$ cat src/rtl/ps2_pkg.sv
// Shared constants, state encodings and history entry layout for the PS/2 key tracker.
package ps2_pkg;

  localparam logic [7:0] PS2_EXT = 8'hE0;
  localparam logic [7:0] PS2_BRK = 8'hF0;

  localparam int unsigned HIST_W = 9;
  localparam int unsigned ST_W   = 5;

  // One-hot scan-code decoder states
  typedef enum logic [ST_W-1:0] {
    IDLE    = 5'b00001,
    READY   = 5'b00010,
    EXT     = 5'b00100,
    BRK     = 5'b01000,
    EXT_BRK = 5'b10000
  } state_t;

  typedef struct packed {
    logic       ext;
    logic [7:0] code;
  } hist_entry_t;

  function automatic logic is_prefix(input logic [7:0] b);
    return (b == PS2_EXT) || (b == PS2_BRK);
  endfunction

endpackage

$ cat src/rtl/ps2_key_fifo.sv
// Show-ahead history FIFO of pressed keys; a push into a full FIFO without a pop is dropped.
module ps2_key_fifo
  import ps2_pkg::*;
#(
  parameter int unsigned DEPTH = 8,
  parameter int unsigned AW    = $clog2(DEPTH)
) (
  input  logic              clk,
  input  logic              rst,
  input  logic              push,
  input  logic [HIST_W-1:0] din,
  input  logic              pop,
  output logic [HIST_W-1:0] dout,
  output logic              empty,
  output logic              full,
  output logic              ovf
);

  logic [AW:0]        wr_ptr;
  logic [AW:0]        rd_ptr;
  logic [HIST_W-1:0]  mem [DEPTH];
  logic               pop_ok_c;
  logic               push_ok_c;

  // Extra pointer bit separates full from empty when the indices coincide
  assign empty = (wr_ptr == rd_ptr);
  assign full  = (wr_ptr[AW] != rd_ptr[AW]) && (wr_ptr[AW-1:0] == rd_ptr[AW-1:0]);
  assign dout  = mem[rd_ptr[AW-1:0]];

  assign pop_ok_c  = pop & ~empty;
  assign push_ok_c = push & (~full | pop_ok_c);

  always_ff @(posedge clk or negedge rst) begin
    if (!rst) begin
      wr_ptr <= '0;
      rd_ptr <= '0;
      ovf    <= 1'b0;
      for (int unsigned i = 0; i < DEPTH; i++) begin
        mem[i] <= '0;
      end
    end else begin
      ovf <= push & ~push_ok_c;
      if (push_ok_c) begin
        mem[wr_ptr[AW-1:0]] <= din;
        wr_ptr              <= wr_ptr + (AW+1)'(1);
      end
      if (pop_ok_c) begin
        rd_ptr <= rd_ptr + (AW+1)'(1);
      end
    end
  end

endmodule

$ cat src/rtl/ps2_key_tracker.sv
// PS/2 scan-code tracker: decodes make/break/E0 sequences, counts presses, keeps a key history.
// Optional build macro PS2_TYPEMATIC_FILTER_EN suppresses counting/logging of typematic repeats.
module ps2_key_tracker
  import ps2_pkg::*;
#(
  parameter int unsigned CNT_W      = 8,
  parameter int unsigned HIST_DEPTH = 8
) (
  input  logic              clk,
  input  logic              rst,
  input  logic [7:0]        ps2_data,
  input  logic              ps2_valid,
  output logic [7:0]        key_code,
  output logic              key_ext,
  output logic              key_held,
  output logic              seg_enable,
  output logic [CNT_W-1:0]  press_cnt,
  output logic              proto_err,
  output logic [HIST_W-1:0] hist_dout,
  output logic              hist_empty,
  output logic              hist_full,
  input  logic              hist_rd,
  output logic              hist_ovf
);

  localparam int unsigned HIST_AW = $clog2(HIST_DEPTH);

  state_t      state;
  state_t      state_nxt;
  logic        make_c;
  logic        make_ext_c;
  logic        rel_c;
  logic        err_c;
  logic        count_c;
  hist_entry_t push_entry_c;

  always_ff @(posedge clk or negedge rst) begin
    if (!rst) state <= IDLE;
    else      state <= state_nxt;
  end

  // Sequence decoder: classifies each byte as make, release, prefix or error
  always_comb begin
    state_nxt  = state;
    make_c     = 1'b0;
    make_ext_c = 1'b0;
    rel_c      = 1'b0;
    err_c      = 1'b0;
    case (state)
      IDLE: state_nxt = READY;
      READY: begin
        if (ps2_valid) begin
          if (ps2_data == PS2_EXT)      state_nxt = EXT;
          else if (ps2_data == PS2_BRK) state_nxt = BRK;
          else                          make_c    = 1'b1;
        end
      end
      EXT: begin
        if (ps2_valid) begin
          if (ps2_data == PS2_BRK) begin
            state_nxt = EXT_BRK;
          end else if (ps2_data == PS2_EXT) begin
            err_c = 1'b1;
          end else begin
            make_c     = 1'b1;
            make_ext_c = 1'b1;
            state_nxt  = READY;
          end
        end
      end
      BRK, EXT_BRK: begin
        if (ps2_valid) begin
          state_nxt = READY;
          if (is_prefix(ps2_data)) begin
            err_c = 1'b1;
          end else if ((ps2_data == key_code) && (key_ext == (state == EXT_BRK))) begin
            rel_c = 1'b1;
          end
        end
      end
      default: state_nxt = IDLE;
    endcase
  end

`ifdef PS2_TYPEMATIC_FILTER_EN
  // A held key re-sent by the keyboard's auto-repeat is not a new press
  assign count_c = make_c & ~(key_held && (ps2_data == key_code) && (make_ext_c == key_ext));
`else
  assign count_c = make_c;
`endif

  always_ff @(posedge clk or negedge rst) begin
    if (!rst) begin
      key_code  <= '0;
      key_ext   <= 1'b0;
      key_held  <= 1'b0;
      press_cnt <= '0;
      proto_err <= 1'b0;
    end else begin
      proto_err <= err_c;
      if (make_c) begin
        key_code <= ps2_data;
        key_ext  <= make_ext_c;
        key_held <= 1'b1;
      end else if (rel_c) begin
        key_held <= 1'b0;
      end
      if (count_c) begin
        press_cnt <= press_cnt + CNT_W'(1);
      end
    end
  end

  assign seg_enable = key_held;

  assign push_entry_c.ext  = make_ext_c;
  assign push_entry_c.code = ps2_data;

  ps2_key_fifo #(
    .DEPTH (HIST_DEPTH),
    .AW    (HIST_AW)
  ) u_fifo (
    .clk   (clk),
    .rst   (rst),
    .push  (count_c),
    .din   (push_entry_c),
    .pop   (hist_rd),
    .dout  (hist_dout),
    .empty (hist_empty),
    .full  (hist_full),
    .ovf   (hist_ovf)
  );

endmodule

$ cat config.mk
export PLATFORM = sky130hd
export DESIGN_NAME = ps2_key_tracker
export DESIGN_NICKNAME = d
export VERILOG_FILES = /design/src/rtl/ps2_pkg.sv /design/src/rtl/ps2_key_fifo.sv /design/src/rtl/ps2_key_tracker.sv
export SDC_FILE = /design/constraint.sdc
export NUM_CORES = 1
export LEC_CHECK = 0
export ABC_AREA = 1
export ABC_CLOCK_PERIOD_IN_PS = 2300
export CORE_MARGIN = 2
export CORE_UTILIZATION = 55
export CTS_CLUSTER_DIAMETER = 150
export DETAILED_ROUTE_END_ITERATION = 8
export PLACE_DENSITY = 0.76
export SKIP_CTS_REPAIR_TIMING = 1
export SLEW_MARGIN = 15
export SYNTH_ARGS = -nofsm -noshare
export SYNTH_HDL_FRONTEND = slang
export SYNTH_SLANG_ARGS = --single-unit
$ cat constraint.sdc
create_clock -name clk -period 2.3 [get_ports clk]
set_clock_uncertainty 0.2 [all_clocks]
set_input_delay 0.23 -clock clk [delete_from_list [all_inputs] [get_ports clk]]
set_output_delay 0.23 -clock clk [all_outputs]
set_load 0.02 [all_outputs]
==> flow_summary.toml, run 1 <==
# implementation run metrics
[timing]
maxSlewHeadroom = 0.704
setup-tns-final_ns = 0
fin_crit_ns = 2.24
period_used_share = 0.975
worst_slew_pin_slew_ns = 0.439
fmax_ghz = 0.446
setup_ws_ns = 0.0566
finalSetupViolCount = 0

[finish]
inverters_excl_clock = 33
nNonClkBuffers = 82
comb_area_share = 0.395
num-fill-cells = 861
area_growth_pct = 16.9
seqAreaFraction = 0.402
buf_share = 0.130
n_clock_buffer = 11
clock_area_frac = 0.0285
comb_cells = 520
nets = 766
reg_top3 = "u_fifo.mem (72), key_code (8), press_cnt (8)"
diodes = 0
logic_area_um2 = 2580
largestClassByArea = "registers"
top_register = "u_fifo.mem"

[global_routing]
met1_usage = 0.385
grt_pass1_vias = 5157
antenna_found_initial = 0
gr-usage-met2 = 0.471
grt_pass1_wl_um = 25500

[drt]
drcViolationCount = 0
wl_um = 15300
top_layer_used = "met4"
met1_length_um = 6430
wl_per_cell_um = 17.2
route.met2.wl_um = 7280

[setup_path]
cp.buffers_inverters = 3
slowest_stage = "dfrtp_1"
crit_top_cell = "nand2_1"
cp.arrival_ns = 1.81
startpoint_type = "flop"

[clocking]
clkLatencyLatePin_ns = 0.37
cts_root_buf = "clkbuf_8"
path_clk_slew_ns = 0.10

[job]
openroad.warnings = 27
cap_violations = 0

[logic_synthesis]
syn_inst = 703
ys_top_cells_by_count = "251 x nand2_1, 104 x dfrtp_1, 73 x nand4_1, 63 x nor2_1, 47 x o21ai_0"
synth_area_leader_cell = "dfrtp_1"
yosys_cells = 703
ys_warn_count = 0
synth-main-ff-cell = "dfrtp_1"
most_common_cell = "nand2_1"
synth_top_area_share = 0.466
yosys_area_um2 = 5590
postSynthAreaPerCell_um2 = 7.95
ys_types = 32

[placed_design]
dp.cells = 872
gp_congestion = 0.911

[die]
io_pins = 44
rows = 36
die_h_um = 105
fp.dieW_um = 105

[pwr]
p_leak_nw = 3.34
ir_drop_mv = 0.735

[status]
status = "finished clean"
[run 1: report_power, final]
part	internal (mW)	leakage [nW]	switching [mW]
clock	0.503	0.0896	0.636
sequential	2.53	1.36	0.554
combinational	1.64	1.89	2.55
[run 1: kinds of logic (layout without fill, tap and decap cells)]
| group | count (synthesis) | after routing | share of synthesized area |
|---|---|---|---|
| buffers and inverters | 78 | 130 | 0.0676 |
| xor gates and xnor gates | 19 | 19 | 0.0298 |
| and+or+nand+nor | 427 | 427 | 0.358 |
| adders and majority gates | 3 | 3 | 0.00672 |
| AOI/OAI and AO/OA | 71 | 71 | 0.0678 |
| DFF | 105 | 105 | 0.470 |
[run 1: final timing paths]
kind                             startpoint                to  slack, ns  cells past startpoint
max reg2reg                u_fifo.rd_ptr[1]    u_fifo.mem[49]       0.16                     11
min in group clk                ps2_data[3]       key_code[3]       0.28                      3
min reg2reg                  u_fifo.mem[56]    u_fifo.mem[56]       0.28                      2
min                                     rst  u_fifo.wr_ptr[2]       0.02                      2
max in group asynchronous               rst          state[0]       1.25                      3
max                        u_fifo.rd_ptr[0]      hist_dout[3]       0.06                      7
[run 1: worst register-to-register path: stages, from the launching register on]
cell and delay, ns:
dfrtp_1 0.41, inv_1 0.09, buf_12 0.16, nand2_1 0.06, nand2_1 0.05, nor2_1 0.18
nand4_1 0.19, buf_12 0.22, buf_12 0.20, nand3_4 0.17, nand2_1 0.08, nand2_1 0.07
[run 1: stage by stage]
stage	power (mW)	instance area [um^2]
3_3_place_gp	7.15	6330
4_1_cts	8.43	6510
6_report	8.41	6540
3_5_place_dp	7.29	6330
2_1_floorplan	5.61	5590
5_1_grt	9.02	6540
Figure 1. The metal 1 layer (run 1).
Scale: 6 px per um. Supply wires on this layer in grey.
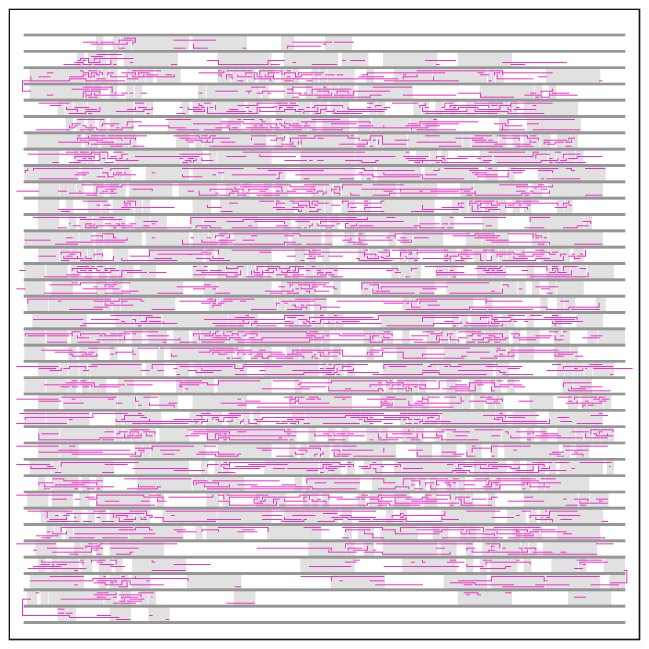
main direction = horizontal
longest straight run = 35.0 um
nets with wire on the layer = 683

Figure 2. Where the registers sit (run 1).
Scale: 4 px per um. Other sequential cells in the stronger grey, the rest of the logic in the fainter grey.
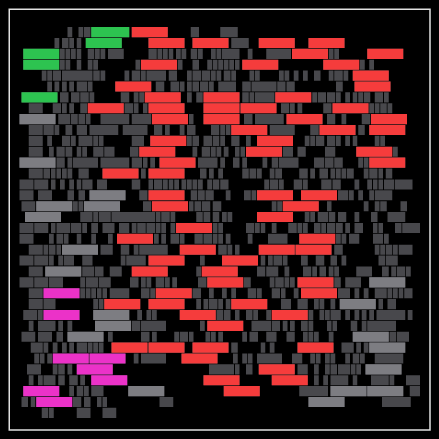
u_fifo.mem -> red  # placed flops 72
press_cnt -> magenta  # placed flops 8, where bottom left
state -> green  # placed flops 5, where top left
not coloured = 20

Figure 3. Signal wires by layer (run 1).
Scale: 4 px per um. Two of the layers only.
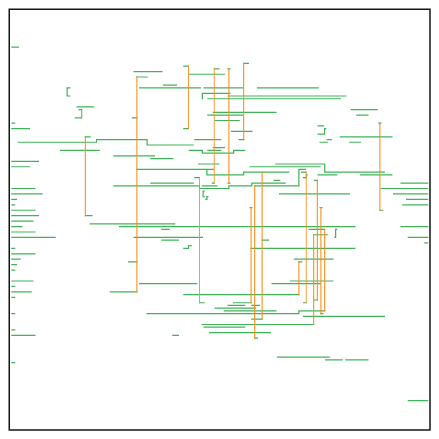
met4 -> orange  # wire length 457 um
met3 -> green  # wire length 1,090 um

Figure 4. Routing congestion (run 1).
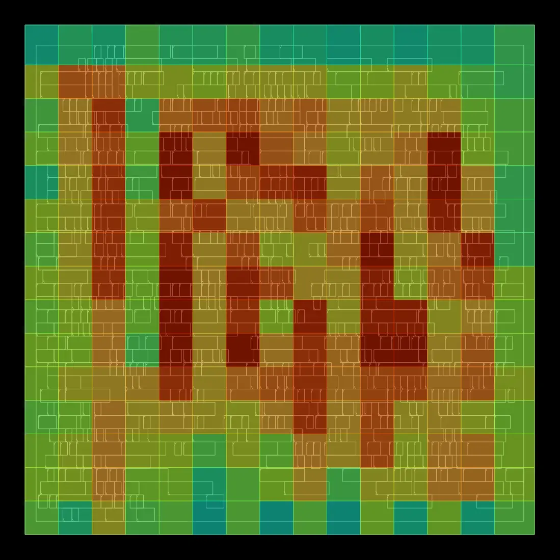

==> run 2: changes to the inputs <==
Settings changed: ABC_CLOCK_PERIOD_IN_PS 2300 to 2770, SYNTH_HIERARCHICAL from default to 1.
Clock period 2.3 ns to 2.77 ns, I/O delays scaled along.
Figure 5. Routing congestion (run 2).
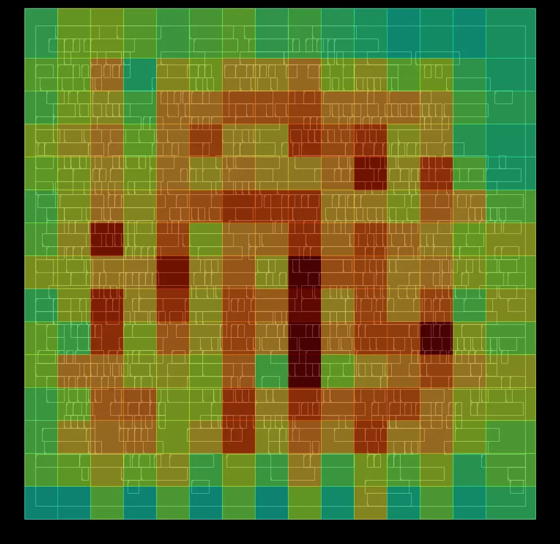
met2 Use GR: 0.434
met3 usage in global routing: 0.0723
WL/cell: 17.2 um
Total GRT Usage: 0.282

Figure 6. Where the registers sit (run 2).
Scale: 4 px per um. Other sequential cells in the stronger grey, the rest of the logic in the fainter grey.
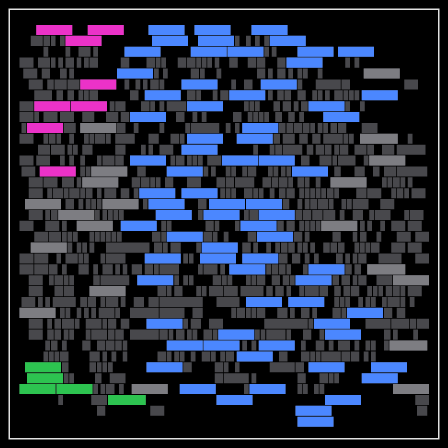
u_fifo/mem -> blue  # placed flops 72
state -> green  # placed flops 5, where bottom left
press_cnt -> magenta  # placed flops 8, where top left
not coloured = 20
Seq/total area: 0.395
P_seq: 2.66 mW
final core utilization: 0.645
Storage cell area: 2630 um^2

==> run 2 against run 1 <==
Compared with the run above: first-iteration DRC count grew 22%; global-route usage shrank 0.79 points; critical endpoint is now hist_dout[0]; sequential power shrank 14%; sequential share of layout area shrank 0.67 points; clock power is essentially flat; largest power group unchanged.
==> flow_summary.toml, run 2 <==
# implementation run metrics
[setup_path]
crit_top_cell = "nand2_1"
cp-startpoint = "u_fifo/rd_ptr[0]"
r2r_cells = 9
cp.buffers_inverters = 2
r2r-end = "u_fifo/mem[11]"
rr_startpoint = "state[3]"
r2r_slack_ns = 0.60
setup.worst_path.end = "hist_dout[0]"

[logic_synthesis]
synth.logic.top_family = "simple AND/OR/NAND/NOR gates"
yosys_area_um2 = 5840
synth_top_area_share = 0.446
postSynthAreaPerCell_um2 = 8.06
ys_sh_mux = 0
synth_area_leader_cell = "dfrtp_1"
most_common_cell = "nand2_1"
xor_area_frac = 0.0238
ys_sh_adder = 0.00643
yosys_cells = 724
ys_top_cells_by_count = "252 x nand2_1, 104 x dfrtp_1, 75 x nand4_1, 52 x nor2_1, 37 x o21ai_0"

[status]
status = "finished clean"

[clocking]
clkLatencyLatePin_ns = 0.38
path_clk_slew_ns = 0.10
cts_root_buf = "clkbuf_8"

[placed_design]
gp_congestion = 0.979

[timing]
maxSlewHeadroom = 0.539
fin_crit_ns = 2.67
finalSetupViolCount = 0
worst_slew_pin_slew_ns = 0.688
setup_ws_ns = 0.0961

[drt]
wl_um = 15400

[die]
die_h_um = 107
io_pins = 44

[pwr]
ir_drop_mv = 0.772
p_leak_nw = 3.25

[global_routing]
grt_pass1_wl_um = 25300
grt_pass1_vias = 4906
antenna_found_initial = 0

[finish]
top_register = "u_fifo/mem"
nets = 772
diodes = 0
## run 2: netlist changes by cell type after synthesis, moves of 6 or more
cell     delta
o21ai_0    -10
nand2_2    +14
nor2_1     -11
buf_1       +6
o21ai_2     +7
## run 2: layout make-up
class                           instances  area, um^2
Tap cell                              136         170
Fill cell                             889        3670
Clock buffer                            9         124
Inverter                               35         140
Timing Repair Buffer                   71         702
Multi-Input combinational cell        534        2760
Timing Repair inverter                  1        5.00
Sequential cell                       105        2630
Clock inverter                          7         124
## run 2: worst register-to-register path, stage by stage (launching register included)
cell and delay (ns):
dfrtp_1 0.48, nor2_4 0.20, nand2_2 0.08, nor2_4 0.15, nor2_4 0.08, nor2_8 0.29
buf_12 0.24, nand3_4 0.17, nand2_1 0.11, nand2_1 0.06
## run 2: through the flow
stage	hold slack, ns	setup TNS (ns)	std cells	cell area (um^2)	util
final	0.195	0	898	6660	0.645
after global routing	0.247	-0.000466	898	6660	0.645
after CTS	-0.336	0	895	6620	0.641
after detailed placement	0.0829	0	879	6370	0.617
after global placement	0.0771	0	879	6370	0.617
after floorplan	-0.219	0	724	5840	-
## run 2: per-layer routing
layer	global-route usage	share of wire	wire length [um]	vias to the layer above
met5	0	0	0	-
met4	0.0761	0.020	304	0
met3	0.0723	0.098	1520	24
met2	0.434	0.46	7070	283
met1	0.399	0.42	6550	2464
li1	-	-	-	2477
## run 2: power breakdown
group | total (mW) | internal [mW] | switching, mW
logic | 3.53 | 1.36 | 2.16
registers | 2.66 | 2.09 | 0.572
clock network | 1.17 | 0.608 | 0.558
total | 7.35 | 4.06 | 3.29
## run 2: logic make-up after synthesis
kind of cell | after synthesis
AND/OR/NAND/NOR | 440
adder cells (fa/ha/maj) | 3
XOR/XNOR | 15
buffers and inverters | 85
flip-flops | 105
AND-OR/OR-AND | 76
Figure 7. Signal wires by layer (run 2).
Scale: 4 px per um. Two of the layers only.
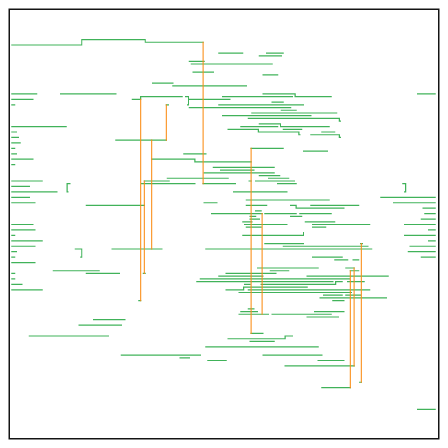

==> run 3: changes to the inputs <==
Settings changed: CORE_ASPECT_RATIO from default to 0.9, SYNTH_HIERARCHICAL 1 to default.
Figure 8. Signal wires by layer (run 3).
Scale: 4 px per um. Two of the layers only.
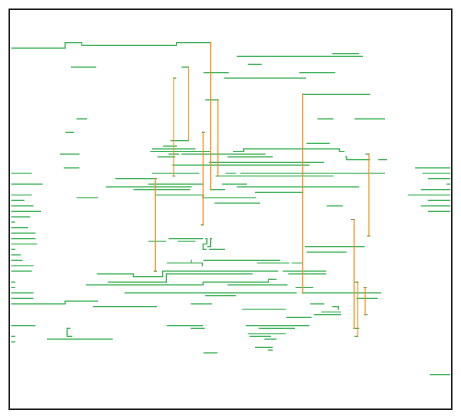
met4 -> orange  # wire length 263 um
met3 -> green  # wire length 1,250 um

Figure 9. Routing congestion (run 3).
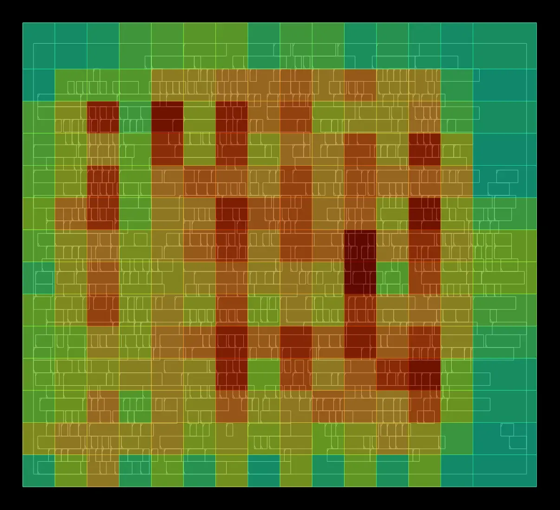
GR peak layer: met2
Total GRT Usage: 0.292

==> run 3 against run 2 <==
Compared with the run above: critical path depth rose by 1; highest routed layer unchanged; synthesized cell count shrank 2.9%; utilization increased by 2.4 points; largest cell class is now registers.
==> flow_summary.toml, run 3 <==
# implementation run metrics
[die]
io_pins = 44
die_h_um = 99.6
core_um2 = 9780
die_area_um2 = 11000
fp.dieW_um = 110
rows = 34

[setup_path]
endpoint_kind = "output pin"
startpoint_type = "flop"
critPathMaxFanout = 20
cp.arrival_ns = 2.19
cp_data_required_time_ns = 2.29
crit_type = "reg2out"

[global_routing]
antenna_found_initial = 0
grt.overflow.total = 0
met1_usage = 0.417
grt_pass1_vias = 5010
gr-usage-met2 = 0.445
grt_use_met3 = 0.0668
grt_pass1_wl_um = 24800
grt_start_max_net_pins = 75

[timing]
worst_slew_pin_slew_ns = 0.722
setup-tns-final_ns = 0
fin_crit_ns = 2.67
finalMaxSlewViolations = 0
fmax_ghz = 0.375
hold_ws_ns = 0.275
maxSlewHeadroom = 0.517
period_used_share = 0.962
setup_ws_ns = 0.105
finalSetupViolCount = 0

[logic_synthesis]
ys_warn_count = 0
yosys_area_um2 = 5590
synth_seq_share = 0.470
synth_top_area_share = 0.466
ys_top_cells_by_count = "251 x nand2_1, 104 x dfrtp_1, 73 x nand4_1, 63 x nor2_1, 47 x o21ai_0"
yosys_cells = 703
topCellsByArea = "dfrtp_1 47%, nand2_1 17%, nand4_1 8.2%"
most_common_cell = "nand2_1"
synth-main-ff-cell = "dfrtp_1"
syn_area_um2 = 5590
ys_types = 32
postSynthAreaPerCell_um2 = 7.95
synth_area_leader_cell = "dfrtp_1"
ys_ff = 105
syn_inst = 703

[drt]
wl_per_cell_um = 17.2
top_layer_used = "met4"
met1_length_um = 6480
first_pass_iters = 5
initialDrtViolationCount = 473
route.met2.wl_um = 7060
wl_met3_um = 1250
wl_um = 15000
drcViolationCount = 0

[clocking]
cts.sinks = 105
cts_tree = "yes"
htreeDepth = 3
cts_root_buf = "clkbuf_16"
numCtsBuffers = 9
path_clk_slew_ns = 0.07
clk_path_buf_depth = 2
clkLatencyLatePin_ns = 0.36

[placed_design]
dp.cells = 857
place_area_um2 = 6210
io_buffers = 43
gp_congestion = 0.924
hpwl_um = 10000

[finish]
area_growth_pct = 17.0
nets = 758
drive_above_1_share = 0.100
finish.utilization = 0.668
fin_area_um2 = 6540
finalNonFillerCells = 874
top_register = "u_fifo.mem"
diodes = 0
reg_top3 = "u_fifo.mem (72), key_code (8), press_cnt (8)"
largest_reg_flops = 72
final_cell_mix = "251 x nand2_1, 103 x dfrtp_1, 73 x nand4_1"
layout_top_cell = "nand2_1"

[pwr]
p_leak_nw = 3.29
ir_drop_mv = 0.916
p_total_mw = 7.31
power_density_nw_per_um2 = 1120

[status]
status = "finished clean"

[job]
openroad.warnings = 26
cap_violations = 0

[worst_hold_path]
min-delay-path-class = "reg2reg"
run 3: cell count changes after synthesis, moves of 5 or more:
cell     change
buf_2        +5
nor3_2       -5
o21ai_0     +10
nand2_2     -14
o21ai_1      -5
nor2_1      +11
buf_1        -6
o21ai_2      -7
run 3: layout make-up:
type / instances / area (um^2)
clock inverters: 6 / 76.3
flip-flops and latches: 105 / 2630
repair buffers: 74 / 738
clock buffers: 10 / 229
inverters: 33 / 124
fillers: 812 / 3240
multi-input cells: 520 / 2580
well taps: 126 / 158
run 3: final timing paths:
kind | from | endpoint | slack (ns) | cells past startpoint
hold / removal | u_fifo.mem[33] | u_fifo.mem[33] | 0.27 | 2
max in group asynchronous | rst | state[0] | 1.38 | 3
setup reg to reg | u_fifo.rd_ptr[1] | u_fifo.mem[51] | 0.60 | 10
setup / recovery | u_fifo.rd_ptr[1] | hist_dout[2] | 0.10 | 7
hold reg to reg | u_fifo.mem[33] | u_fifo.mem[33] | 0.27 | 2
min in group asynchronous | rst | u_fifo.mem[0] | 0.29 | 2
run 3: kinds of logic after synthesis:
family                     after synthesis  synth area share
xor gates and xnor gates                19            0.0298
adders and majority gates                3           0.00672
and+or+nand+nor                        427             0.358
AOI/OAI and AO/OA                       71            0.0678
DFF                                    105             0.470
buffers and inverters                   78            0.0676
run 3: critical path: stages (launching register included):
cell	delay, ns
dfrtp_2	0.46
inv_1	0.07
buf_4	0.23
o21ai_0	0.13
o22ai_1	0.17
nand2_1	0.10
nand2_1	0.07
clkdlybuf4s50_1	0.60
run 3: report_power, final:
| part | switching [mW] | internal (mW) |
|---|---|---|
| logic | 2.12 | 1.33 |
| registers | 0.432 | 2.10 |
| clock network | 0.610 | 0.717 |

==> layout pictures side by side <==
The metal 4 layer.
Scale: 4 px per um. Supply wires on this layer in grey.
Plate I
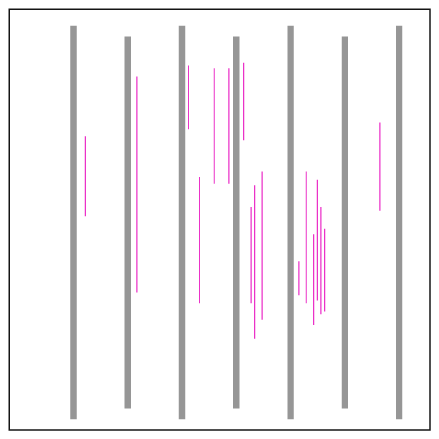
Plate II
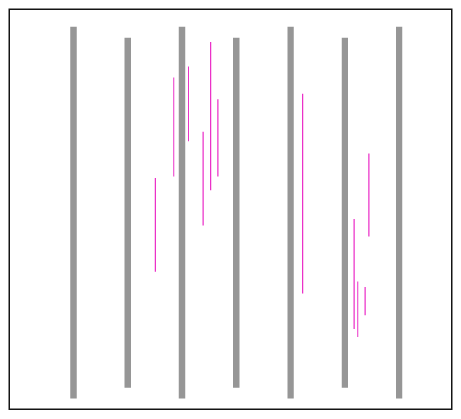
Plate III
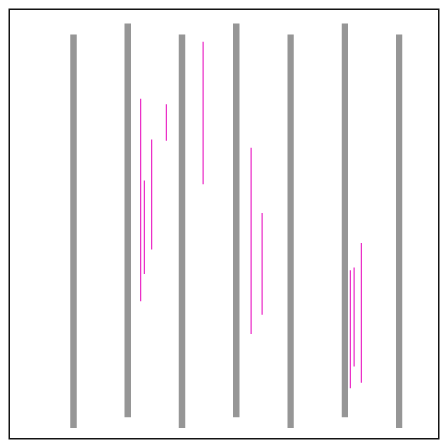
For run 3, see Plate II.
For run 2, see Plate III.
For run 1, see Plate I.

Key to Plate I:
nets with wire on the layer = 16
wire length on this layer = 457 um
longest straight run = 53.7 um
share of all routed wire = 3.0%

Power is estimated from default activity; no workload was simulated.
